floorplan.png
(4 px per um) Pins as bars on the die edge. Tap cells in gray.
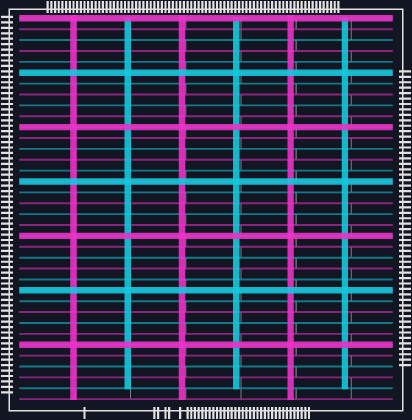
sizing.png
(4 px per um)
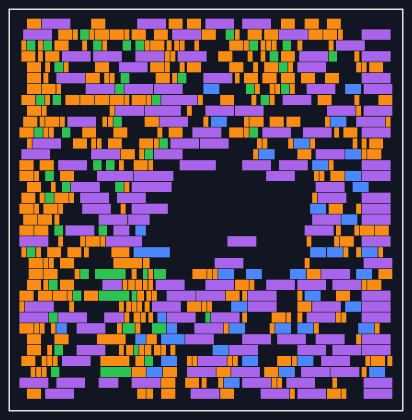
clock_nets.png
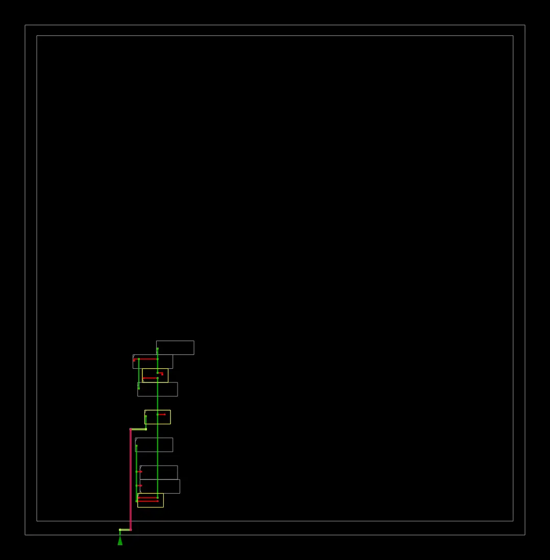
$ cat src/rtl/mem_arbiter_if.sv
// Bundle of the two requester ports and the single-port memory port served by mem_arbiter.
// The slave side is the arbiter; the master side drives requests and returns memory read data.
interface mem_arbiter_if #(
   parameter int DATA_WIDTH = 32,
   parameter int ADDR_SPACE = 14
);
   logic                  r0_req;
   logic                  r0_we;
   logic [ADDR_SPACE-1:0] r0_addr;
   logic [DATA_WIDTH-1:0] r0_wdata;
   logic                  r0_gnt;
   logic                  r0_rvalid;
   logic [DATA_WIDTH-1:0] r0_rdata;

   logic                  r1_req;
   logic                  r1_we;
   logic [ADDR_SPACE-1:0] r1_addr;
   logic [DATA_WIDTH-1:0] r1_wdata;
   logic                  r1_gnt;
   logic                  r1_rvalid;
   logic [DATA_WIDTH-1:0] r1_rdata;

   logic [ADDR_SPACE-1:0] mem_addr;
   logic [DATA_WIDTH-1:0] mem_data;
   logic                  mem_we;
   logic [DATA_WIDTH-1:0] mem_out;

   modport slave (
      input  r0_req, r0_we, r0_addr, r0_wdata,
      input  r1_req, r1_we, r1_addr, r1_wdata,
      input  mem_out,
      output r0_gnt, r0_rvalid, r0_rdata,
      output r1_gnt, r1_rvalid, r1_rdata,
      output mem_addr, mem_data, mem_we
   );

   modport master (
      output r0_req, r0_we, r0_addr, r0_wdata,
      output r1_req, r1_we, r1_addr, r1_wdata,
      output mem_out,
      input  r0_gnt, r0_rvalid, r0_rdata,
      input  r1_gnt, r1_rvalid, r1_rdata,
      input  mem_addr, mem_data, mem_we
   );
endinterface

$ cat src/rtl/mem_arbiter.sv
// Two-requester arbiter for a single-port memory with bounded bursts (BURST grants max while
// the other side waits) and a registered read-return path one cycle after the read grant.
module mem_arbiter #(
   parameter int DATA_WIDTH = 32,
   parameter int ADDR_SPACE = 14,
   parameter int BURST      = 4
) (
   input logic          clk,
   input logic          rst,
   mem_arbiter_if.slave bus
);
   localparam int CNT_W = $clog2(BURST + 1);

   typedef enum logic {
      ID_R0 = 1'b0,
      ID_R1 = 1'b1
   } req_id_e;

   req_id_e               owner, owner_nxt;
   req_id_e               pend_id, pend_id_nxt;
   req_id_e               winner;
   logic [CNT_W-1:0]      cnt, cnt_nxt;
   logic                  pend, pend_nxt;
   logic                  any_req;
   logic                  grant;
   logic                  win_we;
   logic [ADDR_SPACE-1:0] win_addr;
   logic [DATA_WIDTH-1:0] win_data;

   assign any_req = bus.r0_req | bus.r1_req;
   assign grant   = any_req & ~rst;

   // Under contention the owner keeps the port only while its burst is open (0 < cnt < BURST).
   always_comb begin
      // NOTE: every combinational output gets a default first, so no path can infer a latch.
      winner = ID_R0;
      if (bus.r0_req && bus.r1_req) begin
         if (cnt != '0 && cnt < CNT_W'(BURST)) winner = owner;
         else                                  winner = (owner == ID_R0) ? ID_R1 : ID_R0;
      end else if (bus.r1_req) begin
         winner = ID_R1;
      end
   end

   always_comb begin
      win_we   = bus.r0_we;
      win_addr = bus.r0_addr;
      win_data = bus.r0_wdata;
      if (winner == ID_R1) begin
         win_we   = bus.r1_we;
         win_addr = bus.r1_addr;
         win_data = bus.r1_wdata;
      end
   end

   assign bus.r0_gnt   = grant && (winner == ID_R0);
   assign bus.r1_gnt   = grant && (winner == ID_R1);
   assign bus.mem_we   = grant & win_we;
   assign bus.mem_addr = grant ? win_addr : '0;
   assign bus.mem_data = grant ? win_data : '0;

   always_comb begin
      owner_nxt   = owner;
      cnt_nxt     = cnt;
      pend_nxt    = 1'b0;
      pend_id_nxt = pend_id;
      if (any_req) begin
         if (winner == owner && cnt != '0) begin
            if (cnt != CNT_W'(BURST)) cnt_nxt = cnt + CNT_W'(1);
         end else begin
            owner_nxt = winner;
            cnt_nxt   = CNT_W'(1);
         end
         pend_nxt    = ~win_we;
         pend_id_nxt = winner;
      end else begin
         cnt_nxt = '0;
      end
   end

   always_ff @(posedge clk) begin
      // NOTE: state registers use non-blocking assignments so all flops sample pre-edge values.
      if (rst) begin
         owner   <= ID_R1;
         cnt     <= '0;
         pend    <= 1'b0;
         pend_id <= ID_R0;
      end else begin
         owner   <= owner_nxt;
         cnt     <= cnt_nxt;
         pend    <= pend_nxt;
         pend_id <= pend_id_nxt;
      end
   end

   // A read granted just before rst rises is suppressed in the rst cycle as well.
   assign bus.r0_rvalid = pend && (pend_id == ID_R0) && !rst;
   assign bus.r1_rvalid = pend && (pend_id == ID_R1) && !rst;
   assign bus.r0_rdata  = bus.r0_rvalid ? bus.mem_out : '0;
   assign bus.r1_rdata  = bus.r1_rvalid ? bus.mem_out : '0;
endmodule
$ cat src/flat_wrapper.sv
// flat-port wrapper written by rule: the top's interface ports become plain ports
module mem_arbiter_flat 
#(
   parameter int DATA_WIDTH = 32,
   parameter int ADDR_SPACE = 14,
   parameter int BURST      = 4
)
  (clk, rst, bus_r0_req, bus_r0_we, bus_r0_addr, bus_r0_wdata, bus_r1_req, bus_r1_we, bus_r1_addr, bus_r1_wdata, bus_mem_out, bus_r0_gnt, bus_r0_rvalid, bus_r0_rdata, bus_r1_gnt, bus_r1_rvalid, bus_r1_rdata, bus_mem_addr, bus_mem_data, bus_mem_we);
  mem_arbiter_if #(.DATA_WIDTH(DATA_WIDTH), .ADDR_SPACE(ADDR_SPACE)) bus_i ();
  input logic clk;
  input logic rst;
  input wire logic [$bits(bus_i.r0_req)-1:0] bus_r0_req;
  input wire logic [$bits(bus_i.r0_we)-1:0] bus_r0_we;
  input wire logic [$bits(bus_i.r0_addr)-1:0] bus_r0_addr;
  input wire logic [$bits(bus_i.r0_wdata)-1:0] bus_r0_wdata;
  input wire logic [$bits(bus_i.r1_req)-1:0] bus_r1_req;
  input wire logic [$bits(bus_i.r1_we)-1:0] bus_r1_we;
  input wire logic [$bits(bus_i.r1_addr)-1:0] bus_r1_addr;
  input wire logic [$bits(bus_i.r1_wdata)-1:0] bus_r1_wdata;
  input wire logic [$bits(bus_i.mem_out)-1:0] bus_mem_out;
  output wire logic [$bits(bus_i.r0_gnt)-1:0] bus_r0_gnt;
  output wire logic [$bits(bus_i.r0_rvalid)-1:0] bus_r0_rvalid;
  output wire logic [$bits(bus_i.r0_rdata)-1:0] bus_r0_rdata;
  output wire logic [$bits(bus_i.r1_gnt)-1:0] bus_r1_gnt;
  output wire logic [$bits(bus_i.r1_rvalid)-1:0] bus_r1_rvalid;
  output wire logic [$bits(bus_i.r1_rdata)-1:0] bus_r1_rdata;
  output wire logic [$bits(bus_i.mem_addr)-1:0] bus_mem_addr;
  output wire logic [$bits(bus_i.mem_data)-1:0] bus_mem_data;
  output wire logic [$bits(bus_i.mem_we)-1:0] bus_mem_we;
  assign bus_i.r0_req = bus_r0_req;
  assign bus_i.r0_we = bus_r0_we;
  assign bus_i.r0_addr = bus_r0_addr;
  assign bus_i.r0_wdata = bus_r0_wdata;
  assign bus_i.r1_req = bus_r1_req;
  assign bus_i.r1_we = bus_r1_we;
  assign bus_i.r1_addr = bus_r1_addr;
  assign bus_i.r1_wdata = bus_r1_wdata;
  assign bus_i.mem_out = bus_mem_out;
  assign bus_r0_gnt = bus_i.r0_gnt;
  assign bus_r0_rvalid = bus_i.r0_rvalid;
  assign bus_r0_rdata = bus_i.r0_rdata;
  assign bus_r1_gnt = bus_i.r1_gnt;
  assign bus_r1_rvalid = bus_i.r1_rvalid;
  assign bus_r1_rdata = bus_i.r1_rdata;
  assign bus_mem_addr = bus_i.mem_addr;
  assign bus_mem_data = bus_i.mem_data;
  assign bus_mem_we = bus_i.mem_we;
  mem_arbiter #(.DATA_WIDTH(DATA_WIDTH), .ADDR_SPACE(ADDR_SPACE), .BURST(BURST)) u_core (.clk(clk), .rst(rst), .bus(bus_i));
endmodule
$ cat config.mk
export PLATFORM = sky130hd
export DESIGN_NAME = mem_arbiter_flat
export DESIGN_NICKNAME = d
export VERILOG_FILES = /design/src/rtl/mem_arbiter_if.sv /design/src/rtl/mem_arbiter.sv /design/src/flat_wrapper.sv
export SDC_FILE = /design/constraint.sdc
export NUM_CORES = 1
export LEC_CHECK = 0
export ABC_AREA = 1
export CORE_AREA = 2 2 96 98
export CTS_CLUSTER_SIZE = 25
export DETAILED_ROUTE_END_ITERATION = 12
export DIE_AREA = 0 0 98 100
export SLEW_MARGIN = 25
export SYNTH_ARGS = -nofsm -noshare
export SYNTH_HDL_FRONTEND = slang
export SYNTH_SLANG_ARGS = --single-unit
$ cat constraint.sdc
create_clock -name clk -period 2.3 [get_ports clk]
set_clock_uncertainty 0.05 [all_clocks]
set_input_delay 0.23 -clock clk [delete_from_list [all_inputs] [get_ports clk]]
set_output_delay 0.23 -clock clk [all_outputs]
set_load 0.1 [all_outputs]
==> results.json <==
{
  "status": "completed",
  "fmax_mhz": 454.2,
  "drc_viols": 0,
  "leak_nw": 2.542,
  "power-per-cell-area_nw_per_um2": 339.5,
  "ys_async_sr_fraction": 0,
  "vdd.ir_drop.worst_uv": 298.6,
  "critPathArrivalTime_ns": 1.92,
  "final_hold_viol_count": 0,
  "logic_cell_area_um2": 1341,
  "timing.critical_path.mode_cell": "sky130_fd_sc_hd__nand2_1",
  "ios": 245,
  "cp-end-kind": "output port",
  "synth_warnings": 0,
  "post-route-min-period_ns": 2.202,
  "cts-buffers-inserted": 3,
  "largest_register": "u_core.cnt",
  "drv.max_cap_violation_count": 0,
  "ff_type": "sky130_fd_sc_hd__dfxtp_1",
  "synth_nets": 437,
  "critical_path.top_delay_family": "buffers and inverters",
  "power.combinational.total_mw": 1.69,
  "syn_area_per_cell_um2": 4.365,
  "reg2reg_depth": 8,
  "synth.yosys.chip_area_um2": 1331,
  "synth_area_leader_cell": "sky130_fd_sc_hd__nand2_1",
  "synth.cell_area_um2": 1331,
  "yosys_cell_count": 305,
  "grt_util_met2": 0.3525,
  "post_synth_fa_ha_maj_area_fraction": 0.01880,
  "hold_start": "u_core.pend_id$_SDFFE_PP0N_",
  "crit_chain": "inv_2 -> ha_4 -> o21ai_2 -> nand3_2 -> nand2_4 -> nand2_1 -> inv_4 -> clkbuf_16 -> nand2_1 -> nand2_1 -> buf_12",
  "num_tap_cells": 111,
  "yosys.area_share.aoi": 0.02914,
  "endpoint": "bus_mem_addr[4]",
  "hpwlAfterDp_um": 7514,
  "worst-setup-path-type": "register to output port",
  "post_synth_mux_area_share": 0,
  "gp_congestion": 0.8233,
  "slew-limit-headroom": 0.7342,
  "io_buffer_count": 244,
  "crit-reg2reg-launch": "u_core.cnt[0]$_SDFFE_PN0P_",
  "final.fill_count": 729,
  "ys_ff": 6,
  "yosys.area_share.xor_xnor": 0
}
-- floorplan.png (at the start) --
| net | color |
|---|---|
| VDD | cyan |
| VSS | magenta |
met5 straps: 7
signal pins: 245
met4 straps: 6
rows: 35
tap cells: 111

-- sizing.png (at the start) --
| size | color | cells | most used |
|---|---|---|---|
| x3 and x4 | blue | 41 | nor2_4 |
| x6 and larger | purple | 133 | buf_12 |
| x1 and smaller | orange | 327 | clkdlybuf4s50_1 |
| x2 | green | 54 | nand2_2 |

-- clock_nets.png (at the start) --
clk_lat worst skew: 0.22 ns
clock network power: 150 uW
Clock Sinks: 6

No activity file was given, so power comes from the tool's default toggle rates.
